**Track usage over the die**

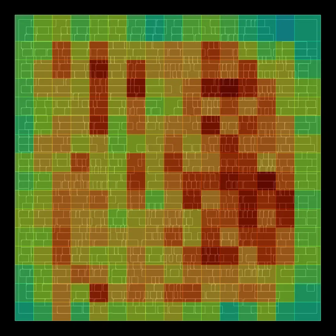
**Pin placement**

(4 px per um) Pins as bars across the die edge, other pins in gray.
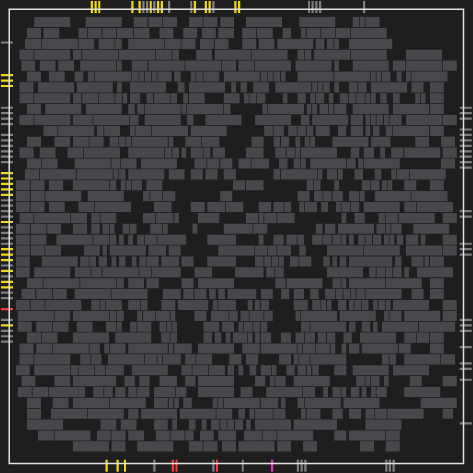
`src/rtl/alu_pkg.sv`:
```
// Shared opcode values, FSM state type and ALU_control decode for the
// chunked ALU sequencer.
package alu_pkg;

   localparam logic [3:0] ALU_AND = 4'b0000;
   localparam logic [3:0] ALU_OR  = 4'b0001;
   localparam logic [3:0] ALU_ADD = 4'b0010;
   localparam logic [3:0] ALU_SUB = 4'b0110;
   localparam logic [3:0] ALU_NOR = 4'b1100;
   localparam logic [3:0] ALU_SLT = 4'b0111;

   typedef enum logic [1:0] {IDLE, CHUNK, SETFIX, DONE} state_t;

   typedef struct packed {
      logic       A_invert;
      logic       B_invert;
      logic       cin;
      logic [1:0] operation;
   } alu_dec_t;

   function automatic alu_dec_t alu_decode(input logic [3:0] ctl);
      alu_dec_t d;
      d = '0;
      case (ctl)
         ALU_AND: d.operation = 2'b00;
         ALU_OR:  d.operation = 2'b01;
         ALU_ADD: d.operation = 2'b10;
         ALU_SUB, ALU_SLT: begin
            d.operation = 2'b10;
            d.B_invert  = 1'b1;
            d.cin       = 1'b1;
         end
         ALU_NOR: begin
            d.operation = 2'b00;
            d.A_invert  = 1'b1;
            d.B_invert  = 1'b1;
         end
         // Unknown opcodes still run as an ADD so latency matches.
         default: d.operation = 2'b10;
      endcase
      return d;
   endfunction

   function automatic logic alu_known(input logic [3:0] ctl);
      return (ctl == ALU_AND) || (ctl == ALU_OR) || (ctl == ALU_ADD) ||
             (ctl == ALU_SUB) || (ctl == ALU_NOR) || (ctl == ALU_SLT);
   endfunction

endpackage

```
`src/rtl/alu8.sv`:
```
// 8-bit ripple slice chain: per-bit invert, AND/OR/ADD/LESS select, and the
// carry out of every bit exposed for overflow detection by the caller.
module alu8 (
   input  logic [7:0] src1,
   input  logic [7:0] src2,
   input  logic       A_invert,
   input  logic       B_invert,
   input  logic       cin,
   input  logic       less,
   input  logic [1:0] operation,
   output logic [7:0] result,
   output logic [7:0] all_cout
);

   always_comb begin
      logic [8:0] c;
      logic       a;
      logic       b;
      c        = '0;
      c[0]     = cin;
      result   = '0;
      all_cout = '0;
      for (int unsigned i = 0; i < 8; i++) begin
         a      = src1[i] ^ A_invert;
         b      = src2[i] ^ B_invert;
         c[i+1] = (a & b) | (a & c[i]) | (b & c[i]);
         all_cout[i] = c[i+1];
         case (operation)
            2'b00:   result[i] = a & b;
            2'b01:   result[i] = a | b;
            2'b10:   result[i] = a ^ b ^ c[i];
            default: result[i] = (i == 0) ? less : 1'b0;
         endcase
      end
   end

endmodule

```
`src/rtl/alu_seq32.sv`:
```
// Multi-cycle ALU: one alu8 stepped over WIDTH/8 byte chunks with a registered
// inter-chunk carry; SLT resolved in an extra fix-up cycle.
module alu_seq32
   import alu_pkg::*;
#(
   parameter int unsigned WIDTH = 32
) (
   input  logic             clk,
   input  logic             rst_n,
   input  logic             start,
   input  logic [3:0]       ALU_control,
   input  logic [WIDTH-1:0] src1,
   input  logic [WIDTH-1:0] src2,
   output logic             busy,
   output logic             done,
   output logic [WIDTH-1:0] result,
   output logic             zero,
   output logic             cout,
   output logic             overflow
);

   localparam int unsigned NCHUNK = WIDTH / 8;
   localparam int unsigned IW     = (NCHUNK > 1) ? $clog2(NCHUNK) : 1;
   localparam logic [IW-1:0] LAST_IDX = IW'(NCHUNK - 1);

   state_t           state_q, state_d;
   logic [IW-1:0]    idx_q, idx_d;
   logic [WIDTH-1:0] a_q, a_d;
   logic [WIDTH-1:0] b_q, b_d;
   logic [3:0]       ctl_q, ctl_d;
   logic [WIDTH-1:0] acc_q, acc_d;
   logic             carry_q, carry_d;
   logic             wovf_q, wovf_d;
   logic [WIDTH-1:0] result_q, result_d;
   logic             zero_q, zero_d;
   logic             cout_q, cout_d;
   logic             ovf_q, ovf_d;

   alu_dec_t   dec;
   logic       known;
   logic       arith;
   logic [7:0] sl_a;
   logic [7:0] sl_b;
   logic       sl_cin;
   logic [7:0] sl_res;
   logic [7:0] sl_cout;
   logic       unused_cout;

   assign dec         = alu_decode(ctl_q);
   assign known       = alu_known(ctl_q);
   assign arith       = (dec.operation == 2'b10);
   assign sl_cin      = (idx_q == '0) ? dec.cin : carry_q;
   assign unused_cout = ^sl_cout[5:0];

   always_comb begin
      sl_a = '0;
      sl_b = '0;
      for (int unsigned k = 0; k < NCHUNK; k++) begin
         if (idx_q == k[IW-1:0]) begin
            sl_a = a_q[k*8 +: 8];
            sl_b = b_q[k*8 +: 8];
         end
      end
   end

   alu8 u_alu8 (
      .src1      (sl_a),
      .src2      (sl_b),
      .A_invert  (dec.A_invert),
      .B_invert  (dec.B_invert),
      .cin       (sl_cin),
      .less      (1'b0),
      .operation (dec.operation),
      .result    (sl_res),
      .all_cout  (sl_cout)
   );

   always_comb begin
      logic             pub;
      logic [WIDTH-1:0] pub_res;
      logic             pub_cout;
      logic             pub_ovf;
      logic             set;
      state_d  = state_q;
      idx_d    = idx_q;
      a_d      = a_q;
      b_d      = b_q;
      ctl_d    = ctl_q;
      acc_d    = acc_q;
      carry_d  = carry_q;
      wovf_d   = wovf_q;
      result_d = result_q;
      zero_d   = zero_q;
      cout_d   = cout_q;
      ovf_d    = ovf_q;
      pub      = 1'b0;
      pub_res  = '0;
      pub_cout = 1'b0;
      pub_ovf  = 1'b0;
      set      = 1'b0;

      case (state_q)
         IDLE: begin
            if (start) begin
               a_d     = src1;
               b_d     = src2;
               ctl_d   = ALU_control;
               idx_d   = '0;
               state_d = CHUNK;
            end
         end
         CHUNK: begin
            for (int unsigned k = 0; k < NCHUNK; k++) begin
               if (idx_q == k[IW-1:0]) acc_d[k*8 +: 8] = sl_res;
            end
            carry_d = sl_cout[7];
            idx_d   = idx_q + 1'b1;
            if (idx_q == LAST_IDX) begin
               idx_d  = '0;
               wovf_d = arith & (sl_cout[7] ^ sl_cout[6]);
               if (ctl_q == ALU_SLT) begin
                  state_d = SETFIX;
               end else begin
                  state_d  = DONE;
                  pub      = 1'b1;
                  pub_res  = acc_d;
                  pub_cout = arith & sl_cout[7];
                  pub_ovf  = arith & (sl_cout[7] ^ sl_cout[6]);
               end
            end
         end
         SETFIX: begin
            // Sign of the difference, corrected by signed overflow.
            set     = acc_q[WIDTH-1] ^ wovf_q;
            acc_d   = {{(WIDTH-1){1'b0}}, set};
            pub     = 1'b1;
            pub_res = acc_d;
            state_d = DONE;
         end
         DONE: state_d = IDLE;
         default: state_d = IDLE;
      endcase

      if (pub) begin
         result_d = known ? pub_res : '0;
         cout_d   = known & pub_cout;
         ovf_d    = known & pub_ovf;
         zero_d   = known & (pub_res == '0);
      end
   end

   always_ff @(posedge clk or negedge rst_n) begin
      if (!rst_n) begin
         state_q  <= IDLE;
         idx_q    <= '0;
         a_q      <= '0;
         b_q      <= '0;
         ctl_q    <= '0;
         acc_q    <= '0;
         carry_q  <= 1'b0;
         wovf_q   <= 1'b0;
         result_q <= '0;
         zero_q   <= 1'b0;
         cout_q   <= 1'b0;
         ovf_q    <= 1'b0;
      end else begin
         state_q  <= state_d;
         idx_q    <= idx_d;
         a_q      <= a_d;
         b_q      <= b_d;
         ctl_q    <= ctl_d;
         acc_q    <= acc_d;
         carry_q  <= carry_d;
         wovf_q   <= wovf_d;
         result_q <= result_d;
         zero_q   <= zero_d;
         cout_q   <= cout_d;
         ovf_q    <= ovf_d;
      end
   end

   assign busy     = (state_q != IDLE);
   assign done     = (state_q == DONE);
   assign result   = result_q;
   assign zero     = zero_q;
   assign cout     = cout_q;
   assign overflow = ovf_q;

endmodule

```
`config.mk`:
```
export PLATFORM = sky130hd
export DESIGN_NAME = alu_seq32
export DESIGN_NICKNAME = d
export VERILOG_FILES = /design/src/rtl/alu_pkg.sv /design/src/rtl/alu8.sv /design/src/rtl/alu_seq32.sv
export SDC_FILE = /design/constraint.sdc
export NUM_CORES = 1
export LEC_CHECK = 0
export CAP_MARGIN = 20
export CORE_UTILIZATION = 59
export CTS_CLUSTER_DIAMETER = 150
export CTS_CLUSTER_SIZE = 24
export DETAILED_ROUTE_END_ITERATION = 10
export PLACE_DENSITY = 0.82
export SYNTH_ARGS = -nofsm -noshare
export SYNTH_HDL_FRONTEND = slang
export SYNTH_SLANG_ARGS = --single-unit
export TNS_END_PERCENT = 1
```
`constraint.sdc`:
```
create_clock -name clk -period 10.3 [get_ports clk]
set_input_delay 2.06 -clock clk [delete_from_list [all_inputs] [get_ports clk]]
set_output_delay 2.06 -clock clk [all_outputs]
set_load 0.03 [all_outputs]
```
==> impl_metrics.yaml <==
# implementation run metrics
outcome:
  status: "finished, final reports clean"
placed_design:
  place_hpwl_mm: 12.3
global_routing:
  antenna_found_initial: 0
floorplanning:
  rows: 40
  fp_util_pct: 60.7
  core_area_mm2: 0.0120
  die_area_mm2: 0.0128
clock_tree:
  cts_root_buf: "clkbuf_16"
  cts_buffers: 17
  cts_hold_buf: 0
  cts_setup_buffers: 0
  cts-resized-gates: 0
setup_path:
  crit_path_end_kind: "flip-flop"
  critical_path_peak_fanout: 47
  criticalPathCategory: "flip-flop to flip-flop"
  slowest_delay_ns: 0.53
  critical-path-top-delay-family: "adder cells"
  crit_slowest_cell: "fa_1"
  cpMostUsedCell: "fa_1"
detailed_routing:
  vias_per_cell: 6.07
  drt-pass1-iter-count: 5
  drc: 0
final_layout:
  postLayoutCellArea_mm2: 0.00902
  area_growth_pct: 23.7
timing:
  setup_viol: 0
  timing.setup.tns_ns: 0
  slew_violations: 0
logic_synthesis:
  yosys_warnings: 0
  top_logic_kind: "AND-OR/OR-AND gates"
  syn_area_per_cell_um2: 10.2
  synth_xor_xnor_area_share_pct: 4.10
  ys_cells: 713
## Picture notes: 'track usage over the die'
fin util: 75.1%
grt met1 use: 35.9%
WL/cell: 18.7 um

## Picture notes: 'pin placement'
red -> ALU_control  # pins 4, direction input, edge 3 bottom, 1 left
yellow -> src1  # pins 32, direction input, edge 16 left, 13 top, 3 bottom
magenta -> overflow  # pins 1, direction output, edge bottom
chip height: 113 um
PortBufs: 107
DIE WIDTH: 113 um

==> worst min-delay path: stages (launching register included) <==
cell and delay (ns):
dfrtp_1 0.34, nand2_1 0.04, o21ai_0 0.06
==> cells by family after synthesis <==
| family | Yosys count |
|---|---|
| and+or+nand+nor | 151 |
| adders and majority gates | 30 |
| DFF | 134 |
| xor gates and xnor gates | 32 |
| muxes | 71 |
| AOI/OAI and AO/OA | 200 |
| buffers and inverters | 95 |
==> area by class of cell <==
| cell class | count | area [um2] |
|---|---|---|
| fillers | 854 | 2990 |
| clock inverters | 11 | 174 |
| repair buffers | 117 | 1140 |
| clock buffers | 21 | 460 |
| flip-flops and latches | 134 | 3350 |
| inverters | 38 | 143 |
| well taps | 147 | 184 |
| multi-input cells | 484 | 3560 |
==> placed cells by master, fill, tap and decap left out, types with 20 or more instances in the layout <==
cell type	count
nor2_1	73
o22ai_1	26
mux2_2	69
nand2_1	20
a22o_1	21
dfrtp_1	134
a31oi_1	21
clkdlybuf4s50_1	106
ha_1	21
a21oi_1	64
inv_1	37
==> path summary, 6_finish.rpt <==
path | from | endpoint | slack (ns) | cells past startpoint
setup / recovery | idx_q[1] | zero | 3.35 | 26
hold / removal | result[28] | result[28] | 0.47 | 2
setup reg to reg | idx_q[1] | zero | 3.35 | 26
hold reg to reg | result[28] | result[28] | 0.47 | 2
max in group asynchronous | rst_n | b_q[22] | 7.20 | 2
min in group asynchronous | rst_n | result[5] | 1.73 | 1
==> routing by layer <==
layer / global-route usage [%] / wire length, um / up-vias
met4: 15.7 / 665 / 0
met1: 35.9 / 7330 / 2853
met3: 6.53 / 783 / 54
met2: 51.4 / 9050 / 201
met5: 0 / 0 / -
li1: - / - / 2675
==> state kept, by name, indices dropped and copies added, names as in the netlist, 2 cells and up <==
name     count
b_q         32
acc_q       25
ctl_q        4
state_q      2
idx_q        2
result      32
a_q         32
==> synth_stat cells (4+ instances only) <==
cell type / instances / area [um2]
a21o_1: 13 / 97.6
a21oi_1: 64 / 320
a22o_1: 21 / 184
a31oi_1: 21 / 131
a32oi_1: 5 / 43.8
and3_1: 14 / 87.6
buf_1: 14 / 52.6
clkbuf_1: 35 / 131
dfrtp_1: 134 / 3350
fa_1: 7 / 140
ha_1: 22 / 275
inv_1: 37 / 139
mux2_2: 69 / 777
nand2_1: 21 / 78.8
nand2b_1: 4 / 25.0
nand3_1: 6 / 30.0
nor2_1: 73 / 274
nor3_1: 8 / 40.0
o21ai_0: 15 / 75.1
o21ai_1: 5 / 25.0
o22ai_1: 26 / 163
o31ai_1: 5 / 37.5
xnor2_1: 17 / 149
xor2_1: 14 / 123
==> through the flow <==
step / util, % / setup WS [ns] / hold slack [ns] / cells
finish: 75.1 / 3.35 / 0.475 / 952
global route: 75.1 / 2.85 / 0.507 / 952
CTS: 75.1 / 3.37 / 0.477 / 952
detailed placement: 69.8 / 3.41 / 0.466 / 920
global placement: 69.8 / 3.69 / 0.456 / 920
floorplan: - / 4.30 / 0.467 / 713
